### src/rtl/spi_regfile_rw_if.sv
// SPI pin bundle for the register-file peripheral.
// The controller side drives the clock, select and data-out lines.
// The peripheral side returns CIPO together with its pad enable.
interface spi_regfile_rw_if;
  logic sclk;
  logic ncs;
  logic copi;
  logic cipo;
  logic cipo_oe;

  modport master (
    output sclk,
    output ncs,
    output copi,
    input  cipo,
    input  cipo_oe
  );

  modport slave (
    input  sclk,
    input  ncs,
    input  copi,
    output cipo,
    output cipo_oe
  );
endinterface

### src/rtl/spi_regfile_rw.sv
// spi_regfile_rw: SPI mode-0 register-file peripheral with read-back.
// A frame is one rw bit, then the address, then the data, all MSB first.
// A write commits only when the frame has exactly the right length and
// the address exists. Every other frame is rejected with an error pulse.
// The SPI pins are asynchronous and are resynchronised onto clk.
module spi_regfile_rw #(
  parameter int DATA_W      = 8,
  parameter int ADDR_W      = 7,
  parameter int NUM_REGS    = 5,
  parameter int SYNC_STAGES = 2
) (
  input  logic                       clk,
  input  logic                       rst_n,
  spi_regfile_rw_if.slave            spi,
  output logic [NUM_REGS*DATA_W-1:0] regs_flat_o,
  output logic                       wr_pulse_o,
  output logic [ADDR_W-1:0]          wr_addr_o,
  output logic                       err_pulse_o
);

  localparam int CMD_BITS = 1 + ADDR_W;
  localparam int FRAME    = 1 + ADDR_W + DATA_W;
  localparam int CNT_W    = $clog2(FRAME + 2);

  localparam logic [CNT_W-1:0] CNT_CMD_DONE = CNT_W'(CMD_BITS);
  localparam logic [CNT_W-1:0] CNT_FRAME    = CNT_W'(FRAME);
  localparam logic [CNT_W-1:0] CNT_SAT      = CNT_W'(FRAME + 1);
  localparam logic [ADDR_W:0]  REG_LIMIT    = (ADDR_W + 1)'(NUM_REGS);

  typedef enum logic [2:0] {
    IDLE,
    CMD,
    DATA,
    FULL,
    OVERRUN
  } stateE;

  // Synchroniser chains: index 0 is the first stage.
  logic [SYNC_STAGES-1:0] sclkSync_q;
  logic [SYNC_STAGES-1:0] ncsSync_q;
  logic [SYNC_STAGES-1:0] copiSync_q;
  logic                   sclkPrev_q;
  logic                   ncsPrev_q;

  logic sclkSync;
  logic ncsSync;
  logic copiSync;
  logic sclkRise;
  logic ncsRise;
  logic ncsFall;

  // Frame state
  stateE             state_q, state_d;
  logic [CNT_W-1:0]  bitCnt_q, bitCnt_d;
  logic              rw_q, rw_d;
  logic [ADDR_W-1:0] addr_q, addr_d;
  logic [DATA_W-1:0] data_q, data_d;
  logic [DATA_W-1:0] shadow_q, shadow_d;

  // Register file and status outputs
  logic [DATA_W-1:0] regs_q [NUM_REGS];
  logic [DATA_W-1:0] regs_d [NUM_REGS];
  logic              wrPulse_q, wrPulse_d;
  logic [ADDR_W-1:0] wrAddr_q, wrAddr_d;
  logic              errPulse_q, errPulse_d;

  logic [CNT_W-1:0]  cntInc;
  logic              addrInRange;

  // Bring the SPI pins onto clk. One extra flop on sclk and ncs gives edge detection.
  always_ff @(posedge clk or negedge rst_n) begin
    if (!rst_n) begin
      sclkSync_q <= '0;
      ncsSync_q  <= '1;
      copiSync_q <= '0;
      sclkPrev_q <= 1'b0;
      ncsPrev_q  <= 1'b1;
    end else begin
      sclkSync_q <= {sclkSync_q[SYNC_STAGES-2:0], spi.sclk};
      ncsSync_q  <= {ncsSync_q[SYNC_STAGES-2:0], spi.ncs};
      copiSync_q <= {copiSync_q[SYNC_STAGES-2:0], spi.copi};
      sclkPrev_q <= sclkSync_q[SYNC_STAGES-1];
      ncsPrev_q  <= ncsSync_q[SYNC_STAGES-1];
    end
  end

  assign sclkSync    = sclkSync_q[SYNC_STAGES-1];
  assign ncsSync     = ncsSync_q[SYNC_STAGES-1];
  assign copiSync    = copiSync_q[SYNC_STAGES-1];
  assign sclkRise    = sclkSync & ~sclkPrev_q;
  assign ncsRise     = ncsSync & ~ncsPrev_q;
  assign ncsFall     = ~ncsSync & ncsPrev_q;
  assign cntInc      = bitCnt_q + CNT_W'(1);
  assign addrInRange = ({1'b0, addr_q} < REG_LIMIT);

  // Frame state register
  always_ff @(posedge clk or negedge rst_n) begin
    if (!rst_n) begin
      state_q <= IDLE;
    end else begin
      state_q <= state_d;
    end
  end

  // Frame sequencing, bit capture, read shadow and the commit/reject decision at ncs rise
  always_comb begin
    state_d    = state_q;
    bitCnt_d   = bitCnt_q;
    rw_d       = rw_q;
    addr_d     = addr_q;
    data_d     = data_q;
    shadow_d   = shadow_q;
    regs_d     = regs_q;
    wrPulse_d  = 1'b0;
    wrAddr_d   = wrAddr_q;
    errPulse_d = 1'b0;

    if (state_q == IDLE) begin
      if (ncsFall) begin
        state_d  = CMD;
        bitCnt_d = '0;
        rw_d     = 1'b0;
        addr_d   = '0;
        data_d   = '0;
        shadow_d = '0;
      end
    end else if (ncsRise) begin
      // Chip select release takes priority over any sclk edge seen in the same cycle.
      state_d = IDLE;
      if ((state_q == FULL) && addrInRange) begin
        if (rw_q) begin
          for (int k = 0; k < NUM_REGS; k++) begin
            if (addr_q == ADDR_W'(k)) begin
              regs_d[k] = data_q;
            end
          end
          wrPulse_d = 1'b1;
          wrAddr_d  = addr_q;
        end
      end else begin
        errPulse_d = 1'b1;
      end
    end else if (sclkRise) begin
      case (state_q)
        CMD: begin
          bitCnt_d = cntInc;
          if (bitCnt_q == '0) begin
            rw_d = copiSync;
          end
          for (int i = 0; i < ADDR_W; i++) begin
            if (bitCnt_q == CNT_W'(ADDR_W - i)) begin
              addr_d[i] = copiSync;
            end
          end
          if (cntInc == CNT_CMD_DONE) begin
            state_d  = DATA;
            shadow_d = '0;
            for (int k = 0; k < NUM_REGS; k++) begin
              if (addr_d == ADDR_W'(k)) begin
                shadow_d = regs_q[k];
              end
            end
          end
        end
        DATA: begin
          bitCnt_d = cntInc;
          for (int i = 0; i < DATA_W; i++) begin
            if (bitCnt_q == CNT_W'(FRAME - 1 - i)) begin
              data_d[i] = copiSync;
            end
          end
          shadow_d = {shadow_q[DATA_W-2:0], 1'b0};
          if (cntInc == CNT_FRAME) begin
            state_d = FULL;
          end
        end
        FULL: begin
          state_d  = OVERRUN;
          bitCnt_d = CNT_SAT;
        end
        default: begin
        end
      endcase
    end
  end

  // Frame datapath, register file and status pulses
  always_ff @(posedge clk or negedge rst_n) begin
    if (!rst_n) begin
      bitCnt_q   <= '0;
      rw_q       <= 1'b0;
      addr_q     <= '0;
      data_q     <= '0;
      shadow_q   <= '0;
      regs_q     <= '{default: '0};
      wrPulse_q  <= 1'b0;
      wrAddr_q   <= '0;
      errPulse_q <= 1'b0;
    end else begin
      bitCnt_q   <= bitCnt_d;
      rw_q       <= rw_d;
      addr_q     <= addr_d;
      data_q     <= data_d;
      shadow_q   <= shadow_d;
      regs_q     <= regs_d;
      wrPulse_q  <= wrPulse_d;
      wrAddr_q   <= wrAddr_d;
      errPulse_q <= errPulse_d;
    end
  end

  // Flatten the register file for the downstream configuration logic
  always_comb begin
    regs_flat_o = '0;
    for (int k = 0; k < NUM_REGS; k++) begin
      regs_flat_o[k*DATA_W +: DATA_W] = regs_q[k];
    end
  end

  assign spi.cipo_oe = ~ncsSync & ~rw_q & ((state_q == DATA) || (state_q == FULL));
  assign spi.cipo    = spi.cipo_oe & shadow_q[DATA_W-1];
  assign wr_pulse_o  = wrPulse_q;
  assign wr_addr_o   = wrAddr_q;
  assign err_pulse_o = errPulse_q;

endmodule
### src/flat_wrapper.sv
// flat-port wrapper written by rule: the top's interface ports become plain ports
module spi_regfile_rw_flat 
#(
  parameter int DATA_W      = 8,
  parameter int ADDR_W      = 7,
  parameter int NUM_REGS    = 5,
  parameter int SYNC_STAGES = 2
)
  (clk, rst_n, regs_flat_o, wr_pulse_o, wr_addr_o, err_pulse_o, spi_sclk, spi_ncs, spi_copi, spi_cipo, spi_cipo_oe);
  spi_regfile_rw_if spi_i ();
  input  logic clk;
  input  logic rst_n;
  output logic [NUM_REGS*DATA_W-1:0] regs_flat_o;
  output logic wr_pulse_o;
  output logic [ADDR_W-1:0] wr_addr_o;
  output logic err_pulse_o;
  input wire logic [$bits(spi_i.sclk)-1:0] spi_sclk;
  input wire logic [$bits(spi_i.ncs)-1:0] spi_ncs;
  input wire logic [$bits(spi_i.copi)-1:0] spi_copi;
  output wire logic [$bits(spi_i.cipo)-1:0] spi_cipo;
  output wire logic [$bits(spi_i.cipo_oe)-1:0] spi_cipo_oe;
  assign spi_i.sclk = spi_sclk;
  assign spi_i.ncs = spi_ncs;
  assign spi_i.copi = spi_copi;
  assign spi_cipo = spi_i.cipo;
  assign spi_cipo_oe = spi_i.cipo_oe;
  spi_regfile_rw #(.DATA_W(DATA_W), .ADDR_W(ADDR_W), .NUM_REGS(NUM_REGS), .SYNC_STAGES(SYNC_STAGES)) u_core (.clk(clk), .rst_n(rst_n), .spi(spi_i), .regs_flat_o(regs_flat_o), .wr_pulse_o(wr_pulse_o), .wr_addr_o(wr_addr_o), .err_pulse_o(err_pulse_o));
endmodule
### config.mk
export PLATFORM = sky130hd
export DESIGN_NAME = spi_regfile_rw_flat
export DESIGN_NICKNAME = d
export VERILOG_FILES = /design/src/rtl/spi_regfile_rw_if.sv /design/src/rtl/spi_regfile_rw.sv /design/src/flat_wrapper.sv
export SDC_FILE = /design/constraint.sdc
export NUM_CORES = 1
export LEC_CHECK = 0
export ABC_AREA = 1
export CAP_MARGIN = 20
export CORE_ASPECT_RATIO = 0.7
export CORE_UTILIZATION = 55
export DETAILED_ROUTE_END_ITERATION = 16
export PLACE_DENSITY = 0.79
export SLEW_MARGIN = 10
export SYNTH_ARGS = -nofsm -noshare
export SYNTH_HDL_FRONTEND = slang
export SYNTH_SLANG_ARGS = --single-unit
### constraint.sdc
create_clock -name clk -period 4.9 [get_ports clk]
set_input_delay 0.98 -clock clk [delete_from_list [all_inputs] [get_ports clk]]
set_output_delay 0.98 -clock clk [all_outputs]
set_load 0.03 [all_outputs]
==> results.py, run 1 <==
# Generated from Yosys and OpenROAD reports
metrics = {
    "clocking": {
        "htree_levels": 3,
        "clkTransAtPathRegs_ns": 0.07,
        "cts_buffer_depth": 2,
        "post_cts_buffers": 0,
        "cts_tree": "yes",
        "cts.repair.resized": 0,
        "cts-hold-fix-buffers": 0,
    },
    "final_layout": {
        "layout-drive-gt1-share_pct": 6.924,
        "layout_top_cells": "nand2_1 (147), dfrtp_1 (86), inv_1 (83)",
        "final_area_um2": 5365,
        "diodes": 0,
        "final_cell_count_no_fill": 719,
        "finalNetCount": 627,
    },
    "timing": {
        "finalSetupViolations": 0,
        "hold_viol_final": 0,
        "fmax_mhz": 297.9,
        "rsz0062_at_grt": "no",
        "period_used_pct": 68.50,
        "worstMarginPinSlew_ns": 0.9415,
        "slew_violations": 0,
        "skew_ns": 0.007010,
        "slew_headroom_pct": 37.00,
    },
    "flow_run": {
        "warnings": 30,
        "max_cap_violations": 0,
    },
    "synthesis": {
        "ys_ff": 89,
        "aoi_share_pct": 11.73,
        "syn_area_per_cell_um2": 7.919,
        "xor_share_pct": 0.1979,
        "ys_sh_simple_pct": 27.11,
        "synth_nets": 570,
        "synthCells": 559,
        "ys_cells": 559,
        "adder_share_pct": 1.696,
        "syn_area_um2": 4427,
        "yosysWarnings": 0,
    },
    "hold_path": {
        "min_path_cells": 0,
        "hold_end": "u_core.sclkSync_q[1]",
        "hold_class": "register to register",
        "min_from": "u_core.sclkSync_q[0]",
    },
    "critical_path": {
        "required_ns": 3.92,
        "endpoint": "spi_cipo",
        "crit_family": "buffers and inverters",
        "crit_path_max_incr_delay_ns": 0.67,
        "crit_buf_inv": 2,
        "cp_data_arrival_time_ns": 2.38,
        "crit_type": "register to primary output",
        "critPathMaxFanout": 11,
        "startpoint_type": "register",
        "reg2reg_depth": 14,
        "cp.depth": 4,
    },
    "pwr": {
        "clkPwrFrac_pct": 27.9,
        "swShare_pct": 42.26,
        "total_power_mw": 2.712,
        "clk-power_mw": 0.755,
        "p_sw_mw": 1.146,
        "power_leakage_nw": 2.534,
    },
    "global_route": {
        "grt_overflow": 0,
        "first_global_vias": 3593,
        "grt_pass1_wl_um": 19060,
    },
    "die": {
        "rows": 26,
        "die_w_um": 109.2,
        "fp.dieH_um": 77.06,
    },
    "routing": {
        "first_pass_iters": 5,
        "via_per_inst": 5.638,
        "drt-total-wl_um": 11750,
    },
    "status": {
        "outcome": "finished clean",
    },
    "placed_design": {
        "portBuffers": 55,
    },
}
[run 1: synthesized netlist by cell type]
cell      number  area, um^2
nor3_4         1       16.27
nand3b_1       3       22.52
nand4_4        1       21.27
nand4_2        3       37.54
dfrtp_1       86        2152
nor2_4         3       33.78
o21bai_1       2       15.01
nand2_2        2       12.51
nor2_1        51       191.4
clkbuf_1       2       7.510
inv_1         83       311.6
nor4_1         2       12.51
nor3_1         3       15.01
and2_1         3       18.77
and3_1         1       6.260
nand2_1      147       551.8
nand4_1        4       25.02
nor2_2         7       43.79
a21oi_2        1       8.760
o21ai_1       14       70.07
ha_1           6       75.07
buf_6          3       33.78
nor4_4         1       21.27
clkbuf_2       1       5.000
o22ai_1        3       18.77
xor2_1         1       8.760
o21ai_0       63       315.3
buf_2          4       20.02
nand3_1       34       170.2
dfstp_2        3       78.83
inv_2          3       11.26
a31oi_1        1       6.260
clkinv_1       1       3.750
o211ai_1       2       15.01
a21oi_1       14       70.07
[run 1: per-layer routing]
layer | vias to the layer above | wire (um) | global-route usage, %
met5 | - | 0 | 0
met4 | 0 | 127 | 6.267
met3 | 18 | 1118 | 6.378
met2 | 213 | 4798 | 41.57
met1 | 1936 | 5700 | 49.22
li1 | 1887 | - | -
[run 1: final cells by class]
| type | count | area, um^2 |
|---|---|---|
| sequential | 89 | 2231 |
| fill | 578 | 2182 |
| multi-input combinational | 373 | 1803 |
| timing repair buffer | 56 | 555.5 |
| inverter | 87 | 326.6 |
| clock buffer | 9 | 225.2 |
| tap | 98 | 122.6 |
| clock inverter | 7 | 101.3 |
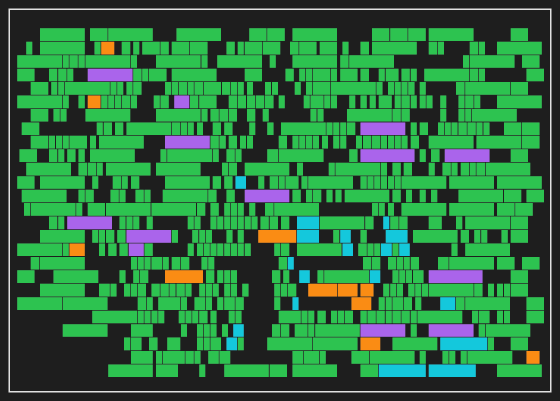
Fig. 1. Cell sizes after repair (run 1).
[purple] x6 and larger | cells: 13 | most used: clkbuf_16
[orange] x3 and x4 | cells: 11 | most used: nor2_4
[cyan] x2 | cells: 19 | most used: nor2_2
[green] x1 and smaller | cells: 578 | most used: nand2_1
final worst setup slack: 1.543 ns
Signal buffers: 56
Syn-to-layout area delta: 21.20%

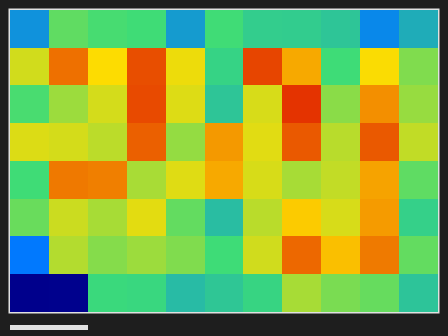
Fig. 2. Cell area per tile (run 1).
Bar = 20 um. The die is cut into 11 by 8 equal tiles; dark blue is low, red is high, 0 to 100% covered.
nearly empty tiles: 2.3%
tiles over 75% full: 23%
emptiest ninth of the die: south-west
mean over tiles: 62%
fp util: 58.65%
area of the core: 7547 um^2
Finished Core Util: 71.09%

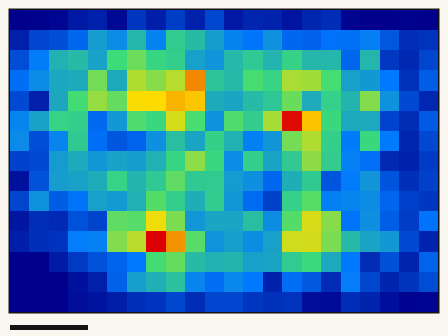
Fig. 3. Wire density map (run 1).
Bar = 20 um. The die is cut into 22 by 15 equal tiles; dark blue is low, red is high, scaled to the fullest tile. Values are wire area over tile area, all layers added.
densest ninth of the die: centre
fullest tile: 0.76
nearly empty tiles: 5.8%
emptiest ninth of the die: south-west
mean over tiles: 0.23
tiles over half the peak: 15%
WL/cell: 16.34 um
global-route usage over all layers: 30.48%

==> run 2: changes to the inputs <==
--- a/config.mk
+++ b/config.mk
@@ -8,9 +8,9 @@
 export ABC_AREA = 1
 export CAP_MARGIN = 20
 export CORE_ASPECT_RATIO = 0.7
-export CORE_UTILIZATION = 55
+export CORE_UTILIZATION = 50
 export DETAILED_ROUTE_END_ITERATION = 16
-export PLACE_DENSITY = 0.79
+export PLACE_DENSITY = 0.76
 export SLEW_MARGIN = 10
 export SYNTH_ARGS = -nofsm -noshare
 export SYNTH_HDL_FRONTEND = slang
==> constraint.sdc (replaced) <==
create_clock -name clk -period 2.8 [get_ports clk]
set_input_delay 0.56 -clock clk [delete_from_list [all_inputs] [get_ports clk]]
set_output_delay 0.56 -clock clk [all_outputs]
set_load 0.03 [all_outputs]
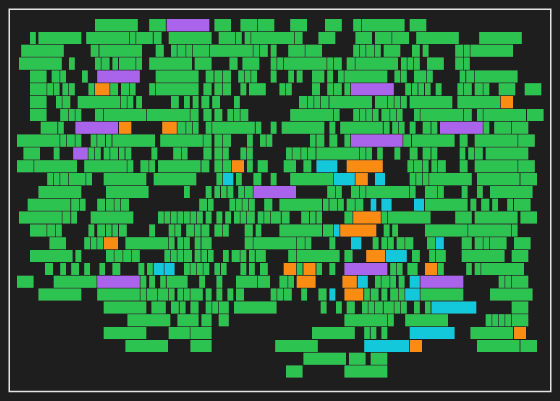
Fig. 4. Cell sizes after repair (run 2).
[cyan] x2 | cells: 20 | most used: nor2_2
[orange] x3 and x4 | cells: 19 | most used: buf_4
[purple] x6 and larger | cells: 11 | most used: clkbuf_16
[green] x1 and smaller | cells: 578 | most used: nand2_1
final worst setup slack: 0.2165 ns
Syn-to-layout area delta: 22.50%
Signal buffers: 63
Design Area, Final: 5423 um^2

==> run 2 against run 1 <==
- count of clock-buffer cells in the layout stayed put
- synthesized cell count stayed put
- first-iteration DRC count is 3.1% lower
- combinational power is 81% higher
- register-to-register slack worse by 1.6 ns
- sequential cell count stayed put
- highest routed layer unchanged
==> results.py, run 2 <==
# Generated from Yosys and OpenROAD reports
metrics = {
    "status": {
        "outcome": "finished clean",
    },
    "synthesis": {
        "async_reset_ff_share_pct": 100.0,
        "synthFlopType": "dfrtp_1",
        "ys_ff": 89,
        "ys_cells": 559,
        "top_cell": "nand2_1",
        "yosysWarnings": 0,
        "top_cells_by_area": "dfrtp_1 (49%), nand2_1 (12%), o21ai_0 (7.1%)",
        "synthCells": 559,
        "edf_count": 0,
    },
    "clocking": {
        "cts_buffer_depth": 2,
        "cts-hold-fix-buffers": 0,
        "cts.repair.resized": 0,
        "clkTransAtPathRegs_ns": 0.06,
    },
    "die": {
        "core-area_um2": 8513,
        "fp.dieH_um": 80.73,
        "rows": 28,
    },
    "pwr": {
        "p_sw_mw": 1.982,
        "clkPwrFrac_pct": 26.1,
        "power_leakage_nw": 2.566,
    },
    "global_route": {
        "grt_util_met1_pct": 42.18,
        "top_usage_layer": "met1",
        "grt_overflow": 0,
        "grt_pass1_wl_um": 18240,
    },
    "timing": {
        "worstMarginPinSlew_ns": 0.6045,
        "fmax_mhz": 387.1,
        "rsz0062_at_grt": "no",
        "slew_violations": 0,
        "slew_headroom_pct": 59.59,
        "hold_viol_final": 0,
    },
    "critical_path": {
        "critPathMaxFanout": 7,
        "required_ns": 2.24,
        "cp_data_arrival_time_ns": 2.02,
    },
    "routing": {
        "via_per_inst": 5.274,
        "wl_per_cell_um": 15.22,
        "wl_met1_um": 5756,
        "wl_met3_um": 1108,
        "wl_met2_um": 4433,
    },
    "final_layout": {
        "layout_top_cells": "nand2_1 (147), dfrtp_1 (86), inv_1 (83)",
        "layout-drive-gt1-share_pct": 7.962,
        "post-route-util_pct": 63.70,
    },
    "hold_path": {
        "hold_class": "primary input to asynchronous set/reset pin",
    },
}
run 2: worst max path at each step:
stage / startpoint / end / slack (ns) / cells past startpoint
3_3_place_gp: u_core.state_q[2] / u_core.shadow_q[5] / 0.47 / 11
6_report: u_core.state_q[2] / spi_cipo / 0.22 / 3
4_1_cts: u_core.state_q[2] / spi_cipo / 0.18 / 3
3_5_place_dp: u_core.state_q[2] / u_core.shadow_q[5] / 0.39 / 11
2_1_floorplan: u_core.state_q[1] / spi_cipo / 0.20 / 4
5_1_grt: u_core.bitCnt_q[1] / u_core.shadow_q[3] / 0.09 / 14
run 2: stage by stage:
step / cells / cell area (um^2) / setup slack, ns / total power [mW]
after floorplan: 559 / 4427 / 0.2035 / 2.858
after global placement: 732 / 5119 / 0.4729 / 3.383
after detailed placement: 732 / 5119 / 0.3939 / 3.421
after CTS: 748 / 5423 / 0.1774 / 4.657
after global routing: 748 / 5423 / 0.08668 / 4.985
final: 748 / 5423 / 0.2165 / 4.684
run 2: cell families (layout without fill, tap and decap cells):
| group | Yosys count | count (layout) | synth area share [%] |
|---|---|---|---|
| buf+inv | 97 | 166 | 8.875 |
| compound gates | 100 | 100 | 11.73 |
| simple gates | 266 | 266 | 27.11 |
| xor+xnor | 1 | 1 | 0.1979 |
| fa+ha+maj | 6 | 6 | 1.696 |
| flops | 89 | 89 | 50.40 |
run 2: layout make-up:
cell class,instances,area [um^2]
clock buffers,9,225.2
clock inverters,7,78.83
fillers,745,3090
inverters,87,326.6
multi-input cells,373,1803
flip-flops and latches,89,2231
well taps,120,150.1
repair buffers,63,608.1
run 2: critical path: stages, from the launching register on:
cell	delay [ns]
dfrtp_1	0.48
nor4_1	0.36
and2_1	0.18
clkdlybuf4s50_1	0.67
==> run 3: changes to the inputs <==
--- a/config.mk
+++ b/config.mk
@@ -6,11 +6,12 @@
 export NUM_CORES = 1
 export LEC_CHECK = 0
 export ABC_AREA = 1
+export ABC_CLOCK_PERIOD_IN_PS = 2800
 export CAP_MARGIN = 20
 export CORE_ASPECT_RATIO = 0.7
 export CORE_UTILIZATION = 50
 export DETAILED_ROUTE_END_ITERATION = 16
-export PLACE_DENSITY = 0.76
+export PLACE_DENSITY = 0.8
 export SLEW_MARGIN = 10
 export SYNTH_ARGS = -nofsm -noshare
 export SYNTH_HDL_FRONTEND = slang
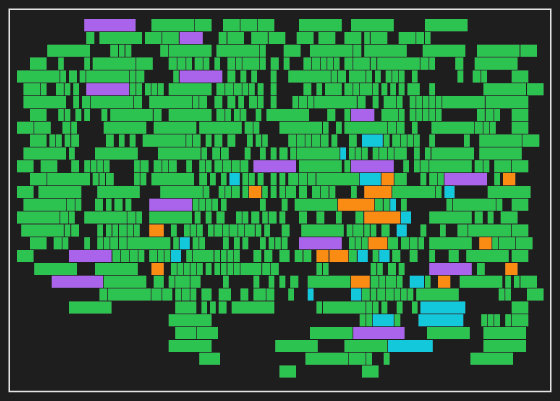
Fig. 5. Cell sizes after repair (run 3).
[purple] x6 and larger | cells: 14 | most used: clkbuf_16
[orange] x3 and x4 | cells: 15 | most used: buf_4
[green] x1 and smaller | cells: 579 | most used: nand2_1
[cyan] x2 | cells: 19 | most used: nor2_2
Signal buffers: 62
Design Area, Final: 5466 um^2
Syn-to-layout area delta: 23.49%

==> run 3 against run 2 <==
- total power increased by 3.9%
- non-clock buffer count decreased by 1
- sequential share of layout area shrank 0.33 points
- critical path type unchanged
- highest routed layer unchanged
==> results.py, run 3 <==
# Generated from Yosys and OpenROAD reports
metrics = {
    "status": {
        "outcome": "finished clean",
    },
    "synthesis": {
        "edf_count": 0,
        "ys_ff": 89,
        "yosysWarnings": 0,
        "top_cells_by_area": "dfrtp_1 (49%), nand2_1 (12%), o21ai_0 (7.1%)",
        "ys_cells": 559,
        "async_reset_ff_share_pct": 100.0,
        "top_cell": "nand2_1",
    },
    "final_layout": {
        "n_all_inverters": 87,
        "fillerInstances": 722,
        "layout_top_cells": "nand2_1 (147), dfrtp_1 (86), inv_1 (83)",
        "register_area_um2": 2231,
        "design.seq.count": 89,
        "nClkBuffers": 12,
        "final_cell_count_no_fill": 747,
        "layout-drive-gt1-share_pct": 7.656,
        "logic_area_um2": 1803,
        "seq-cell-share_pct": 40.81,
        "sh_comb_area_pct": 32.98,
        "clkCellAreaFrac_pct": 6.500,
    },
    "global_route": {
        "grt_util_met1_pct": 40.05,
        "grt_pass1_wl_um": 18490,
        "grt_overflow": 0,
    },
    "die": {
        "core-area_um2": 8513,
        "rows": 28,
        "nWellTaps": 120,
    },
    "hold_path": {
        "hold_class": "primary input to asynchronous set/reset pin",
    },
    "placed_design": {
        "placed_cells": 731,
    },
    "critical_path": {
        "required_ns": 2.24,
        "critPathMaxFanout": 7,
        "cp_data_arrival_time_ns": 2.09,
    },
    "routing": {
        "wl_met1_um": 5587,
        "wl_per_cell_um": 15.50,
        "wl_met3_um": 1224,
        "via_per_inst": 5.323,
    },
    "clocking": {
        "cts.repair.resized": 0,
        "cts_buffer_depth": 2,
        "cts-hold-fix-buffers": 0,
    },
    "timing": {
        "hold_viol_final": 0,
        "fmax_mhz": 377.6,
        "rsz0062_at_grt": "no",
    },
    "pwr": {
        "power_leakage_nw": 2.584,
    },
}
[run 3: cell counts after synthesis]
No cell type changed its count.
[run 3: cell families (layout without fill, tap and decap cells)]
kind of cell | Yosys count | count (layout) | synth area share (%)
simple gates | 266 | 266 | 27.11
compound gates | 100 | 100 | 11.73
buf+inv | 97 | 165 | 8.875
flops | 89 | 89 | 50.40
fa+ha+maj | 6 | 6 | 1.696
xor+xnor | 1 | 1 | 0.1979
[run 3: worst max-delay path, cell delays in order (launching register included)]
cell and delay, ns:
dfrtp_1 0.49, nor4_1 0.40, and2_1 0.19, clkdlybuf4s50_1 0.66
[run 3: metrics by stage]
step / worst slack (ns) / total power [mW] / utilization, % / hold slack, ns
floorplan: 0.2035 / 2.858 / - / 0.2644
global route: 0.05501 / 5.145 / 64.21 / 0.2187
CTS: 0.1391 / 4.828 / 64.21 / 0.1973
global placement: 0.4869 / 3.352 / 60.04 / 0.3320
finish: 0.1519 / 4.866 / 64.21 / 0.1835
detailed placement: 0.4510 / 3.411 / 60.04 / 0.3356
[run 3: worst paths after layout]
check / start / to / slack, ns
worst max-delay path: u_core.state_q[2] / spi_cipo / 0.15
worst min-delay path: rst_n / u_core.shadow_q[6] / 0.18
worst max register to register: u_core.state_q[2] / u_core.shadow_q[4] / 0.32
worst min register to register: u_core.sclkSync_q[0] / u_core.sclkSync_q[1] / 0.35
max in group asynchronous: rst_n / u_core.ncsSync_q[0] / 1.87
min in group clk: u_core.sclkSync_q[0] / u_core.sclkSync_q[1] / 0.35
[run 3: power breakdown]
| part | internal (mW) | switching (mW) | total, mW |
|---|---|---|---|
| Sequential | 1.48 | 0.167 | 1.65 |
| Combinational | 0.520 | 1.29 | 1.81 |
| Clock | 0.922 | 0.483 | 1.41 |
| Total | 2.93 | 1.94 | 4.87 |

==> notes/layouts.md <==
Pictures saved along the way, in no particular order.

Routing congestion.
image #1
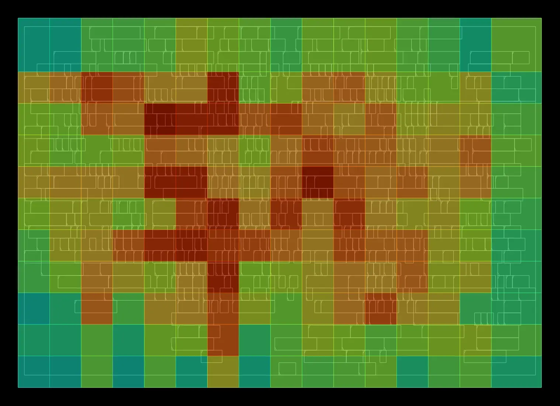
image #2
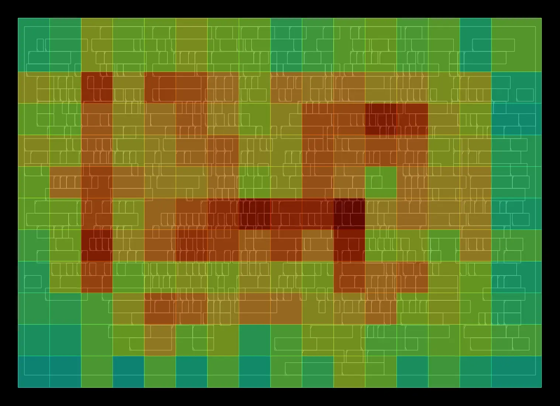
image #3
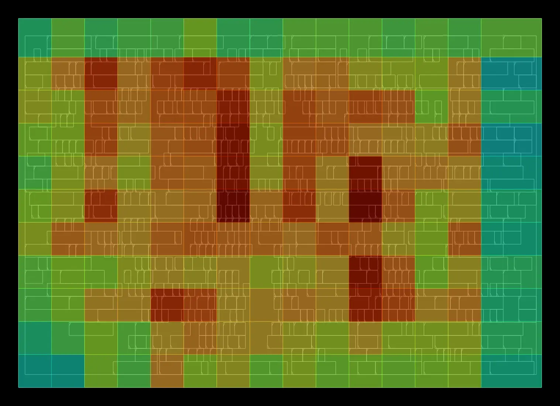
image #3 -> run 1
image #2 -> run 2
image #1 -> run 3

Power and IR drop assume default switching activity.
